Fig. 1: run 1, clock routing
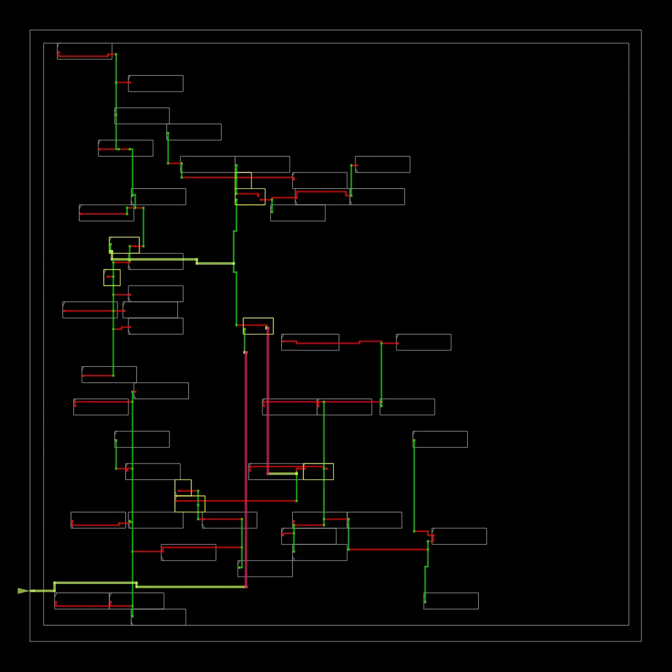
Fig. 2: run 1, local utilization
Scale: 3 px per µm. 10 x 10 tiles, from dark purple (low) to yellow (high), 0 to 100% covered.
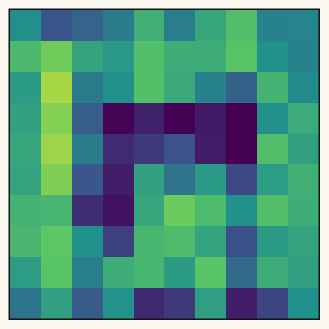
Fig. 3: run 1, register map, names as in the netlist
Scale: 4 px per µm. Other sequential cells in the stronger grey, the rest of the logic in the fainter grey.
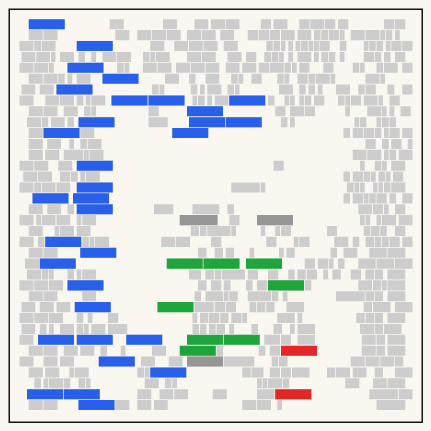
File: src/rtl/native_read_arbiter_pkg.sv
// Shared types and constants for the two-port native read arbiter.
package native_read_arbiter_pkg;

    localparam int BUS_WIDTH = 32;

    typedef enum logic [1:0] {
        ARB_IDLE = 2'd0,
        ARB_ADDR = 2'd1,
        ARB_DATA = 2'd2,
        ARB_ERR  = 2'd3
    } arb_state_e;

    localparam logic ARB_RR    = 1'b0;
    localparam logic ARB_FIXED = 1'b1;

    function automatic logic [1:0] port_onehot(input logic port);
        return port ? 2'b10 : 2'b01;
    endfunction

endpackage

File: src/rtl/arb_grant2.sv
// Combinational two-way grant: round-robin against last_grant, or fixed with port 0 first.
module arb_grant2
    import native_read_arbiter_pkg::*;
(
    input  logic [1:0] req_i,
    input  logic       last_grant_i,
    input  logic       mode_i,
    output logic [1:0] gnt_o
);

    // one-hot winner; ties go to port 0 in fixed mode, otherwise to the port not served last
    always_comb begin
        gnt_o = 2'b00;
        case (req_i)
            2'b01:   gnt_o = 2'b01;
            2'b10:   gnt_o = 2'b10;
            2'b11: begin
                if (mode_i == ARB_FIXED) begin
                    gnt_o = 2'b01;
                end else begin
                    gnt_o = port_onehot(~last_grant_i);
                end
            end
            default: gnt_o = 2'b00;
        endcase
    end

endmodule

File: src/rtl/native_read_arbiter.sv
// Shares one native read channel between two masters, one read outstanding at a time,
// with a response watchdog that turns a hung slave into an error response.
module native_read_arbiter
    import native_read_arbiter_pkg::*;
#(
    parameter int                   PRIORITY_MODE  = 0,
    parameter int                   TIMEOUT_CYCLES = 256,
    parameter logic [BUS_WIDTH-1:0] ERR_DATA       = 32'hDEAD_BEEF
) (
    input  logic                 clk,
    input  logic                 rst,

    input  logic                 m0_raddr_valid,
    input  logic [BUS_WIDTH-1:0] m0_raddr,
    output logic                 m0_raddr_ready,
    output logic                 m0_rdata_valid,
    output logic [BUS_WIDTH-1:0] m0_rdata,
    input  logic                 m0_rdata_ready,

    input  logic                 m1_raddr_valid,
    input  logic [BUS_WIDTH-1:0] m1_raddr,
    output logic                 m1_raddr_ready,
    output logic                 m1_rdata_valid,
    output logic [BUS_WIDTH-1:0] m1_rdata,
    input  logic                 m1_rdata_ready,

    output logic                 s_raddr_valid,
    output logic [BUS_WIDTH-1:0] s_raddr,
    input  logic                 s_raddr_ready,
    input  logic                 s_rdata_valid,
    input  logic [BUS_WIDTH-1:0] s_rdata,
    output logic                 s_rdata_ready,

    output logic                 timeout_err
);

    localparam int              WDOG_W    = (TIMEOUT_CYCLES > 1) ? $clog2(TIMEOUT_CYCLES) : 1;
    localparam logic            WDOG_EN   = (TIMEOUT_CYCLES > 0);
    localparam logic [WDOG_W-1:0] WDOG_LAST = (TIMEOUT_CYCLES > 0) ? WDOG_W'(TIMEOUT_CYCLES - 1) : '0;
    localparam logic            MODE      = (PRIORITY_MODE != 0) ? ARB_FIXED : ARB_RR;

    arb_state_e           state_q, state_d;
    logic                 owner_q, owner_d;
    logic                 last_grant_q, last_grant_d;
    logic [BUS_WIDTH-1:0] s_raddr_q, s_raddr_d;
    logic [WDOG_W-1:0]    wdog_q, wdog_d;
    logic                 timeout_err_q, timeout_err_d;

    logic [1:0]           req_s;
    logic [1:0]           gnt_s;
    logic                 owner_rdata_ready_s;
    logic                 wdog_fire_s;

    assign req_s = {m1_raddr_valid, m0_raddr_valid};

    arb_grant2 u_grant (
        .req_i        (req_s),
        .last_grant_i (last_grant_q),
        .mode_i       (MODE),
        .gnt_o        (gnt_s)
    );

    assign owner_rdata_ready_s = owner_q ? m1_rdata_ready : m0_rdata_ready;
    assign wdog_fire_s         = WDOG_EN && (wdog_q == WDOG_LAST) && !s_rdata_valid;

    // next-state, owner/address capture and watchdog counting
    always_comb begin
        state_d       = state_q;
        owner_d       = owner_q;
        last_grant_d  = last_grant_q;
        s_raddr_d     = s_raddr_q;
        wdog_d        = wdog_q;
        timeout_err_d = 1'b0;
        case (state_q)
            ARB_IDLE: begin
                if (gnt_s != 2'b00) begin
                    owner_d      = gnt_s[1];
                    last_grant_d = gnt_s[1];
                    s_raddr_d    = gnt_s[1] ? m1_raddr : m0_raddr;
                    state_d      = ARB_ADDR;
                end else begin
                    state_d = ARB_IDLE;
                end
            end
            ARB_ADDR: begin
                if (s_raddr_ready) begin
                    wdog_d  = '0;
                    state_d = ARB_DATA;
                end else begin
                    state_d = ARB_ADDR;
                end
            end
            ARB_DATA: begin
                if (s_rdata_valid) begin
                    if (owner_rdata_ready_s) begin
                        state_d = ARB_IDLE;
                    end else begin
                        state_d = ARB_DATA;
                    end
                end else if (wdog_fire_s) begin
                    timeout_err_d = 1'b1;
                    state_d       = ARB_ERR;
                end else begin
                    wdog_d = wdog_q + WDOG_W'(1);
                end
            end
            ARB_ERR: begin
                if (owner_rdata_ready_s) begin
                    state_d = ARB_IDLE;
                end else begin
                    state_d = ARB_ERR;
                end
            end
            default: state_d = ARB_IDLE;
        endcase
    end

    // state and datapath registers; last_grant resets to 1 so port 0 wins the first tie
    always_ff @(posedge clk or posedge rst) begin
        if (rst) begin
            state_q       <= ARB_IDLE;
            owner_q       <= 1'b0;
            last_grant_q  <= 1'b1;
            s_raddr_q     <= '0;
            wdog_q        <= '0;
            timeout_err_q <= 1'b0;
        end else begin
            state_q       <= state_d;
            owner_q       <= owner_d;
            last_grant_q  <= last_grant_d;
            s_raddr_q     <= s_raddr_d;
            wdog_q        <= wdog_d;
            timeout_err_q <= timeout_err_d;
        end
    end

    // output decode; everything is held low while rst is asserted, including IDLE's drain ready
    always_comb begin
        m0_raddr_ready = 1'b0;
        m1_raddr_ready = 1'b0;
        m0_rdata_valid = 1'b0;
        m1_rdata_valid = 1'b0;
        m0_rdata       = '0;
        m1_rdata       = '0;
        s_raddr_valid  = 1'b0;
        s_rdata_ready  = 1'b0;
        if (!rst) begin
            case (state_q)
                ARB_IDLE: begin
                    m0_raddr_ready = gnt_s[0];
                    m1_raddr_ready = gnt_s[1];
                    s_rdata_ready  = 1'b1;
                end
                ARB_ADDR: begin
                    s_raddr_valid = 1'b1;
                end
                ARB_DATA: begin
                    s_rdata_ready = owner_rdata_ready_s;
                    if (owner_q) begin
                        m1_rdata_valid = s_rdata_valid;
                        m1_rdata       = s_rdata;
                    end else begin
                        m0_rdata_valid = s_rdata_valid;
                        m0_rdata       = s_rdata;
                    end
                end
                ARB_ERR: begin
                    s_rdata_ready = 1'b1;
                    if (owner_q) begin
                        m1_rdata_valid = 1'b1;
                        m1_rdata       = ERR_DATA;
                    end else begin
                        m0_rdata_valid = 1'b1;
                        m0_rdata       = ERR_DATA;
                    end
                end
                default: begin
                    s_rdata_ready = 1'b0;
                end
            endcase
        end else begin
            s_rdata_ready = 1'b0;
        end
    end

    assign s_raddr     = s_raddr_q;
    assign timeout_err = timeout_err_q;

endmodule

File: config.mk
export PLATFORM = sky130hd
export DESIGN_NAME = native_read_arbiter
export DESIGN_NICKNAME = d
export VERILOG_FILES = /design/src/rtl/native_read_arbiter_pkg.sv /design/src/rtl/arb_grant2.sv /design/src/rtl/native_read_arbiter.sv
export SDC_FILE = /design/constraint.sdc
export NUM_CORES = 1
export LEC_CHECK = 0
export CAP_MARGIN = 20
export CORE_MARGIN = 2
export CORE_UTILIZATION = 30
export CTS_BUF_LIST = sky130_fd_sc_hd__clkbuf_2 sky130_fd_sc_hd__clkbuf_4 sky130_fd_sc_hd__clkbuf_8
export DETAILED_ROUTE_END_ITERATION = 10
export PLACE_DENSITY = 0.81
export SYNTH_ARGS = -nofsm -noshare
export SYNTH_HDL_FRONTEND = slang
export SYNTH_SLANG_ARGS = --single-unit
File: constraint.sdc
create_clock -name clk -period 3.1 [get_ports clk]
set_input_delay 0.62 -clock clk [delete_from_list [all_inputs] [get_ports clk]]
set_output_delay 0.62 -clock clk [all_outputs]
set_load 0.03 [all_outputs]
==> ci_impl_report.md, run 1 <==
### Yosys + OpenROAD results

| Metric | Value |
|---|---|
| Outcome | finished, final reports clean |
| Clock Tree Root | clkbuf_8 |
| First-pass GRT wire length | 14200 µm |
| Pwr/cell area | 712 nW/µm² |
| Reg2Reg Launch Point | state_q[0]$_DFFE_PP0P_ |
| RSZ-0062 raised after global routing | false |
| Fa+ha+maj area frac | 2.56% |
| Lkg Pwr | around 2.5 nW |
| Die W | 103 µm |
| Clock buffer depth | 2 |
| Relative slew slack | 40.7% |
| RR Endpoint | wdog_q[6]$_DFFE_PP0P_ |
| Hold EP | s_raddr[11]$_DFFE_PP0P_ |
| Clock Sinks | 45 |
| Synth Area in XOR/XNOR | 0% |
| Chip Area, Yosys | between 2000 and 3000 µm² |
| Ao+oa area frac | roughly a fifth |
| CP Launch Point | m0_raddr_valid |
| Post-DP HPWL | 7570 µm |
| Antenna violations before repair | 0 |
| Mux area share | 11.7% |
| DIE AREA | 10600 µm² |
| Worst R2R Path Depth | 7 |
| P&R area growth vs syn | 77.9% |
| Syn avg cell area | 7.97 µm² |
| Hold slack final | 483 ps |
| IO buf count | 206 |
| GR Util All Layers | 17.1% |
| Highest Clock Rate | 0.343 GHz |
| Cells on Worst Hold Path | 2 |
| Post-placement worst setup slack | 133 ps |
| Routed Antenna Nets | 0 |
| Largest logic family | simple AND/OR/NAND/NOR gates |
| VDD IR-drop max | ~0.00049 V |
| Critical path fanouts, max | 3 |
| CTS Hold Buffers Added | 0 |
| CP Capture Type | output port |
| Crit path DAT | roughly 2300 ps |
| Hold WC Path Type | flip-flop to flip-flop |
| Vias/cell | 4.75 |
| Yosys stat cell total | 368 |
| Vias | between 3000 and 4000 |
| Required @ worst endpoint | 2480 ps |
| Top cells by area | dfrtp_1 (38%), mux2i_1 (11%), nand2_1 (11%) |
| Rows | 36 |
| Post-Syn Area | 2930 µm² |
| Share of cells above drive strength 1 | 14.3% |
| Slew Viols, Final | 0 |
| Post-DP Area | 5070 µm² |
| Ys flops | 45 |
| Mapped Nets | 478 |
| Vias in the first global route | 2937 |
| Simple-gate share of the synthesized area | approximately a fifth |
| Max cap viols | 0 |
| WL final | approximately 10000 µm |
| Vertical die dimension | 103 µm |
| Largest net degree at the start of global routing | 67 |
| Period utilization | 94.0% |
| Floorplan Utilization | ~30% |
| Startpoint Class | input pin |
| First-pass DRT Iterations | 5 |
| Endpoints failing hold | 0 |
| NumNets Final | 674 |
| Hold wc startpoint | s_raddr[11]$_DFFE_PP0P_ |
| Initial detailed-routing violation count | roughly 120 |
| CTS tree | built |
| Dominant cell type by area after synthesis | dfrtp_1 |
| Synth Instances | 368 |
| Setup slack after layout | 185 ps |
| Top cell area share | 37.6% |
| Syn. warnings | 0 |
| Clock-pin transition on the worst setup and hold timing paths | roughly 90 ps |
| Post-route cell area | 5220 µm² |
| Setup violators final | 0 |
| Post-synth cell types | 36 |
| Flop-to-flop setup slack | 870 ps |
| Final min period | roughly 2900 ps |
-- Fig. 1 (at the start) --
Clock Latency Late Sink: 300 ps
Flops: 45
clock network power: 0.000381 W
clock skew: 20.4 ps
TritonCTS Buffers: 5

-- Fig. 2 (at the start) --
emptiest ninth of the die: middle
mean over tiles: 48%
nearly empty tiles: 4.0%
fullest tile: 87%
tiles over 75% full: 6.0%

-- Fig. 3 (at the start) --
| colour | name in the netlist | flops |
|---|---|---|
| green | `wdog_q` | 8 |
| blue | `s_raddr` | 32 |
| red | `state_q` | 2 |
not coloured: 3
Util after Layout: 54.1%
register fraction of the total cell area: 21.6%
Seq power: 0.000980 W

run 1: sequential cells by signal, summed over array words and instances (netlist names):
signal / count
timeout_err: 1
last_grant_q: 1
s_raddr: 32
state_q: 2
wdog_q: 8
owner_q: 1
run 1: kinds of logic (layout without fill, tap and decap cells):
family | count (synthesis) | in the layout
flip-flops | 45 | 45
adder cells (fa/ha/maj) | 6 | 6
buffers and inverters | 36 | 233
AND-OR/OR-AND | 110 | 110
AND/OR/NAND/NOR | 137 | 137
multiplexers | 34 | 34
run 1: layout make-up:
| cell class | instances | area, µm² |
|---|---|---|
| clock buffers | 7 | 83.8 |
| clock inverters | 1 | 7.51 |
| fillers | 904 | 4420 |
| inverters | 6 | 26.3 |
| multi-input cells | 287 | 1680 |
| flip-flops and latches | 45 | 1130 |
| well taps | 133 | 166 |
| repair buffers | 219 | 2120 |
run 1: synthesized netlist by cell type:
cell	instances
inv_2	1
or2_1	1
o211ai_1	1
nand2_1	88
o21ai_0	42
dfstp_2	1
mux2i_1	33
a211o_1	1
nor2b_1	2
o22ai_1	1
o31ai_1	5
buf_6	1
o21a_1	2
ha_1	6
nand2b_1	6
a31oi_1	2
inv_1	5
nor2_1	7
nor3_1	4
and3_1	3
o311ai_2	1
nand4_1	1
clkbuf_1	24
nor4_1	1
buf_2	5
nor4_4	1
o41ai_2	1
nand3_1	4
nand3b_1	2
a22o_1	1
dfrtp_1	44
a222oi_1	1
and2_1	17
a21oi_1	51
mux2_2	1
a21boi_0	1
run 1: what timing repair did:
action | CTS | global route
resized | 1 | 17
setup buffers | 0 | 1
setup endpoints to repair | 8 | 17
run 1: per-stage QoR:
step | std cells | power (W)
after global placement | 689 | 0.00332
final | 698 | 0.00371
after detailed placement | 689 | 0.00337
after CTS | 697 | 0.00376
after floorplan | 368 | 0.00238
after global routing | 698 | 0.00397
run 1: power by group:
part / internal, W / switching (W)
sequential: 0.000833 / 0.000147
clock: 0.000177 / 0.000203
combinational: 0.000946 / 0.00141
run 1: cell usage in the layout (no fill, tap or decap), drive strengths merged:
| cell type | n |
|---|---|
| nand3b | 2 |
| o41ai | 1 |
| o211ai | 1 |
| inv | 5 |
| nor2 | 7 |
| nor3 | 4 |
| o311ai | 1 |
| mux2 | 1 |
| o22ai | 1 |
| clkbuf | 7 |
| nand2 | 88 |
| buf | 63 |
| a22o | 1 |
| a21boi | 1 |
| clkinvlp | 2 |
| a31oi | 2 |
| nor2b | 2 |
| a211o | 1 |
| mux2i | 33 |
| and3 | 3 |
| nand2b | 6 |
| a21oi | 51 |
| o21a | 2 |
| ha | 6 |
| o21ai | 42 |
| dfrtp | 44 |
| nor4 | 2 |
| clkdlybuf4s50 | 139 |
| o31ai | 5 |
| or2 | 1 |
| dfstp | 1 |
| dlymetal6s2s | 17 |
| nand3 | 4 |
| and2 | 17 |
| a222oi | 1 |
| nand4 | 1 |
run 1: critical path, stage by stage:
cell             delay [ps]
clkdlybuf4s50_1         600
o21ai_4                  70
nor3_1                  280
clkdlybuf4s50_1         730
run 1: routing by layer:
layer  global-route usage (%)  wire (µm)  vias up
met5                        0          0        -
met4                     4.35         63        0
met3                     6.71       1180        4
met2                     31.4       4940      172
met1                     18.5       3780     1482
li1                         -          -     1656
Fig. 4: run 1, wires at chosen ports, followed through buffers
Scale: 4 px per µm.
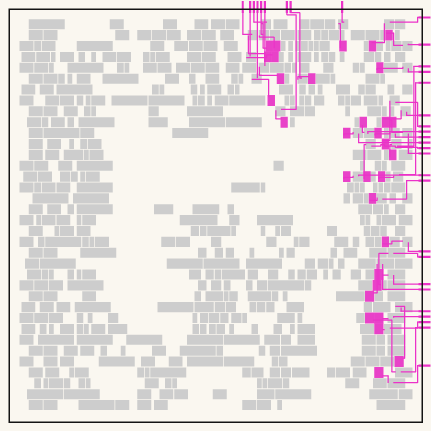

==> run 2: changes to the inputs <==
--- a/config.mk
+++ b/config.mk
@@ -11,6 +11,7 @@
 export CTS_BUF_LIST = sky130_fd_sc_hd__clkbuf_2 sky130_fd_sc_hd__clkbuf_4 sky130_fd_sc_hd__clkbuf_8
 export DETAILED_ROUTE_END_ITERATION = 10
 export PLACE_DENSITY = 0.81
+export RECOVER_POWER = 100
 export SYNTH_ARGS = -nofsm -noshare
 export SYNTH_HDL_FRONTEND = slang
 export SYNTH_SLANG_ARGS = --single-unit
Fig. 5: run 2, wires at chosen ports, followed through buffers
Scale: 4 px per µm.
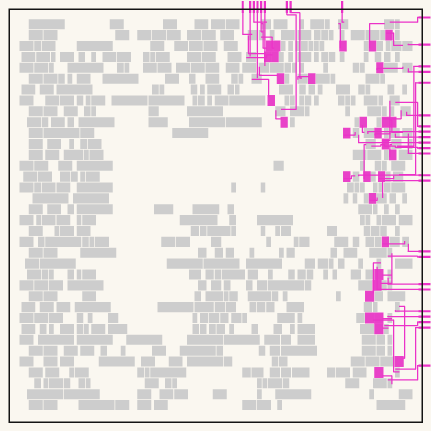
| colour | port | bits | direction | edge | end cells | wire |
|---|---|---|---|---|---|---|
| magenta | `m0_rdata` | 32 | output | 23 right, 9 top | 32 | 591 µm |
IO buf count: 206
IO Count: 207

Fig. 6: run 2, clock routing
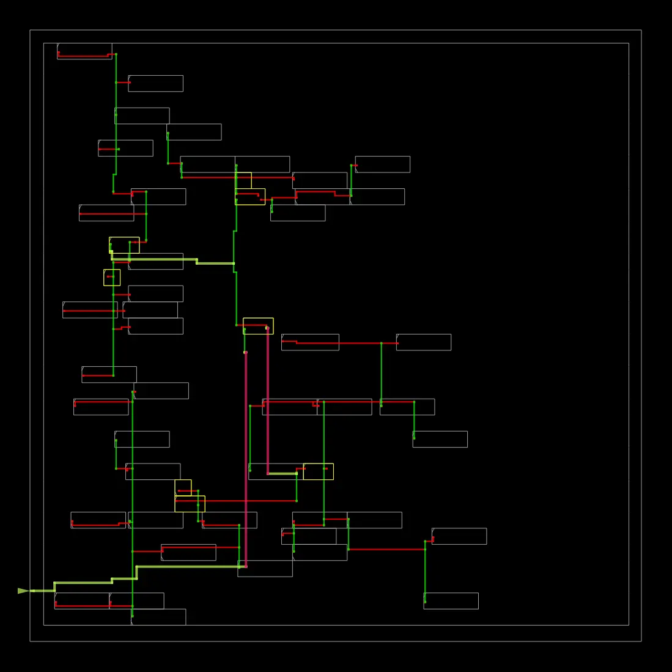
Clock Sinks: 45
clock skew: 18.4 ps
clock buffer count: 7
clock network power: 0.000380 W

==> run 2 against run 1 <==
  * Cell count unchanged
  * Non-clock buffer count unchanged
  * Synthesized cell count unchanged
  * Sequential power decreased by 1%
  * Register-to-register slack got worse by 520 ps
  * Hold slack got worse by 6.0 ps
  * Combinational power decreased by 6%
  * Highest routed layer unchanged
  * Critical path depth unchanged
  * Routed wire length about the same
  * Largest power group unchanged
  * Die size unchanged
  * Fmax about the same
  * Power decreased by 4.4%
==> ci_impl_report.md, run 2 <==
### Yosys + OpenROAD results

| Metric | Value |
|---|---|
| Top_reg_cell synth | dfrtp_1 |
| Synth top cell by count | nand2_1 |
| Util after Layout | between 50% and 60% |
| Top cells by count | nand2_1 (88), a21oi_1 (51), dfrtp_1 (44) |
| Vias | 3310 |
| Clock power share | about a tenth |
| Top Layout Cells | clkdlybuf4s50_1 (103), nand2_1 (88), a21oi_1 (51) |
| First-pass GRT wire length | ~14000 µm |
| NumNets Final | around 670 |
| Largest net degree at the start of global routing | 67 |
| Yosys stat cell total | 368 |
| Post-synth cell types | 36 |
| Top cells by area | dfrtp_1 (38%), mux2i_1 (11%), nand2_1 (11%) |
| Critical path's largest stage delay | between 700 and 800 ps |
| Period utilization | 94.0% |
| Switching pwr | 0.00174 W |
| Slew Viols, Final | 0 |
| RSZ-0062 raised after global routing | false |
| Post-Syn Area | between 2000 and 3000 µm² |
| Initial detailed-routing violation count | 157 |
| CP Capture Type | output port |
| CTS tree | built |
| WL final | ~10000 µm |
| Pwr Total | 0.00355 W |
| Syn. warnings | 0 |
| Logic area | 1660 µm² |
| Register area | 1130 µm² |
| Clock Latency Late Sink | 300 ps |
| Critical path fanouts, max | 3 |
| Setup slack after layout | ~190 ps |
| Rows | 36 |
| Routed Antenna Nets | 0 |
| P&R area growth vs syn | 68.1% |
| Final min period | 2910 ps |
| Relative slew slack | 11.5% |
| Hold WC Path Type | flip-flop to flip-flop |
| Antenna violations before repair | 0 |
| Highest Clock Rate | between 0.3 and 0.4 GHz |
| Post-placement worst setup slack | 133 ps |
| Chip Area, Yosys | 2930 µm² |
| Post-DP HPWL | 7570 µm |
| Setup violators final | 0 |
| GR Util All Layers | 17.1% |
| Largest register FFs | 32 |
| Vias/cell | 4.74 |
| Critical path cell sequence | clkdlybuf4s50_1 > o21ai_4 > nor3_1 > clkdlybuf4s50_1 |
| Flop pwr share | 27.3% |
| Dominant cell type by area after synthesis | dfrtp_1 |
| Die W | 103 µm |
| Number of enable flip-flop cells | 0 |
| Clock buffer depth | 2 |
| P_int | between 0.0015 and 0.002 W |
| Top cell area share | about 38% |
| Pwr/cell area | 720 nW/µm² |
| VDD IR-drop max | 0.000476 V |
| Ys flops | between 40 and 50 |
| Outcome | finished, final reports clean |
| Syn avg cell area | 7.97 µm² |
| Mapped Nets | 478 |
| Post-synth ARST share | 100% |
| Cells on Worst Hold Path | 2 |
| Lkg Pwr | 2.12 nW |
run 2: cell counts after synthesis:
No cell type changed its count.
run 2: worst paths after layout:
| path | from | to | slack [ps] |
|---|---|---|---|
| worst max-delay path | m0_raddr_valid | m0_raddr_ready | 190 |
| worst min-delay path | s_raddr[11]$_DFFE_PP0P_ | s_raddr[11]$_DFFE_PP0P_ | 480 |
| worst max register to register | state_q[0]$_DFFE_PP0P_ | wdog_q[4]$_DFFE_PP0P_ | 350 |
| worst min register to register | s_raddr[11]$_DFFE_PP0P_ | s_raddr[11]$_DFFE_PP0P_ | 480 |
| max in group asynchronous | rst | s_raddr[31]$_DFFE_PP0P_ | 1510 |
| min in group asynchronous | rst | wdog_q[7]$_DFFE_PP0P_ | 880 |
run 2: worst max-delay path: cells and delay by family:
kind / cells / cell delay, ps
AOI/OAI and AO/OA: 1 / 70
and+or+nand+nor: 1 / 280
buffers and inverters: 2 / 1330
run 2: final cells by class:
| cell class | count | area share [%] |
|---|---|---|
| multi-input combinational | 287 | 33.7 |
| tap | 133 | 3.38 |
| sequential | 45 | 22.9 |
| inverter | 6 | 0.533 |
| clock buffer | 7 | 1.70 |
| clock inverter | 1 | 0.152 |
| timing repair buffer | 219 | 37.6 |
run 2: cell families (layout without fill, tap and decap cells):
family | count (synthesis) | count (layout) | synth area share, %
flops | 45 | 45 | 38.5
fa+ha+maj | 6 | 6 | 2.56
simple gates | 137 | 137 | 21.4
compound gates | 110 | 110 | 20.9
buf+inv | 36 | 233 | 5.08
mux | 34 | 34 | 11.7
run 2: per-layer routing:
layer	global-route usage, %	share of wire [%]	wire length [µm]	vias up
met5	0	0	0	-
met4	4.35	0.60	60	0
met3	6.71	12	1240	4
met2	31.4	49	4890	177
met1	18.5	38	3780	1469
li1	-	-	-	1660
run 2: what timing repair did:
action	CTS	global route
pin swaps	0	0
endpoints found under the setup margin	8	17
gates resized	1	17
buffers inserted	0	1
run 2: through the flow:
step	area (µm²)	hold slack, ps
5_1_grt	4930	498
3_5_place_dp	5070	469
6_report	4930	477
4_1_cts	5170	490
3_3_place_gp	5070	461
2_1_floorplan	2940	479
run 2: power groups by stage:
| stage | registers (W) | clock network [W] | logic [W] |
|---|---|---|---|
| 3_5_place_dp | 0.000998 | 0 | 0.00237 |
| 6_report | 0.000970 | 0.000380 | 0.00220 |
| 2_1_floorplan | 0.00137 | 0 | 0.00101 |
| 5_1_grt | 0.00101 | 0.000416 | 0.00239 |
| 3_3_place_gp | 0.000982 | 0 | 0.00234 |
| 4_1_cts | 0.000987 | 0.000391 | 0.00238 |
Power figures rest on the tool's default switching activity, not on a simulated workload.
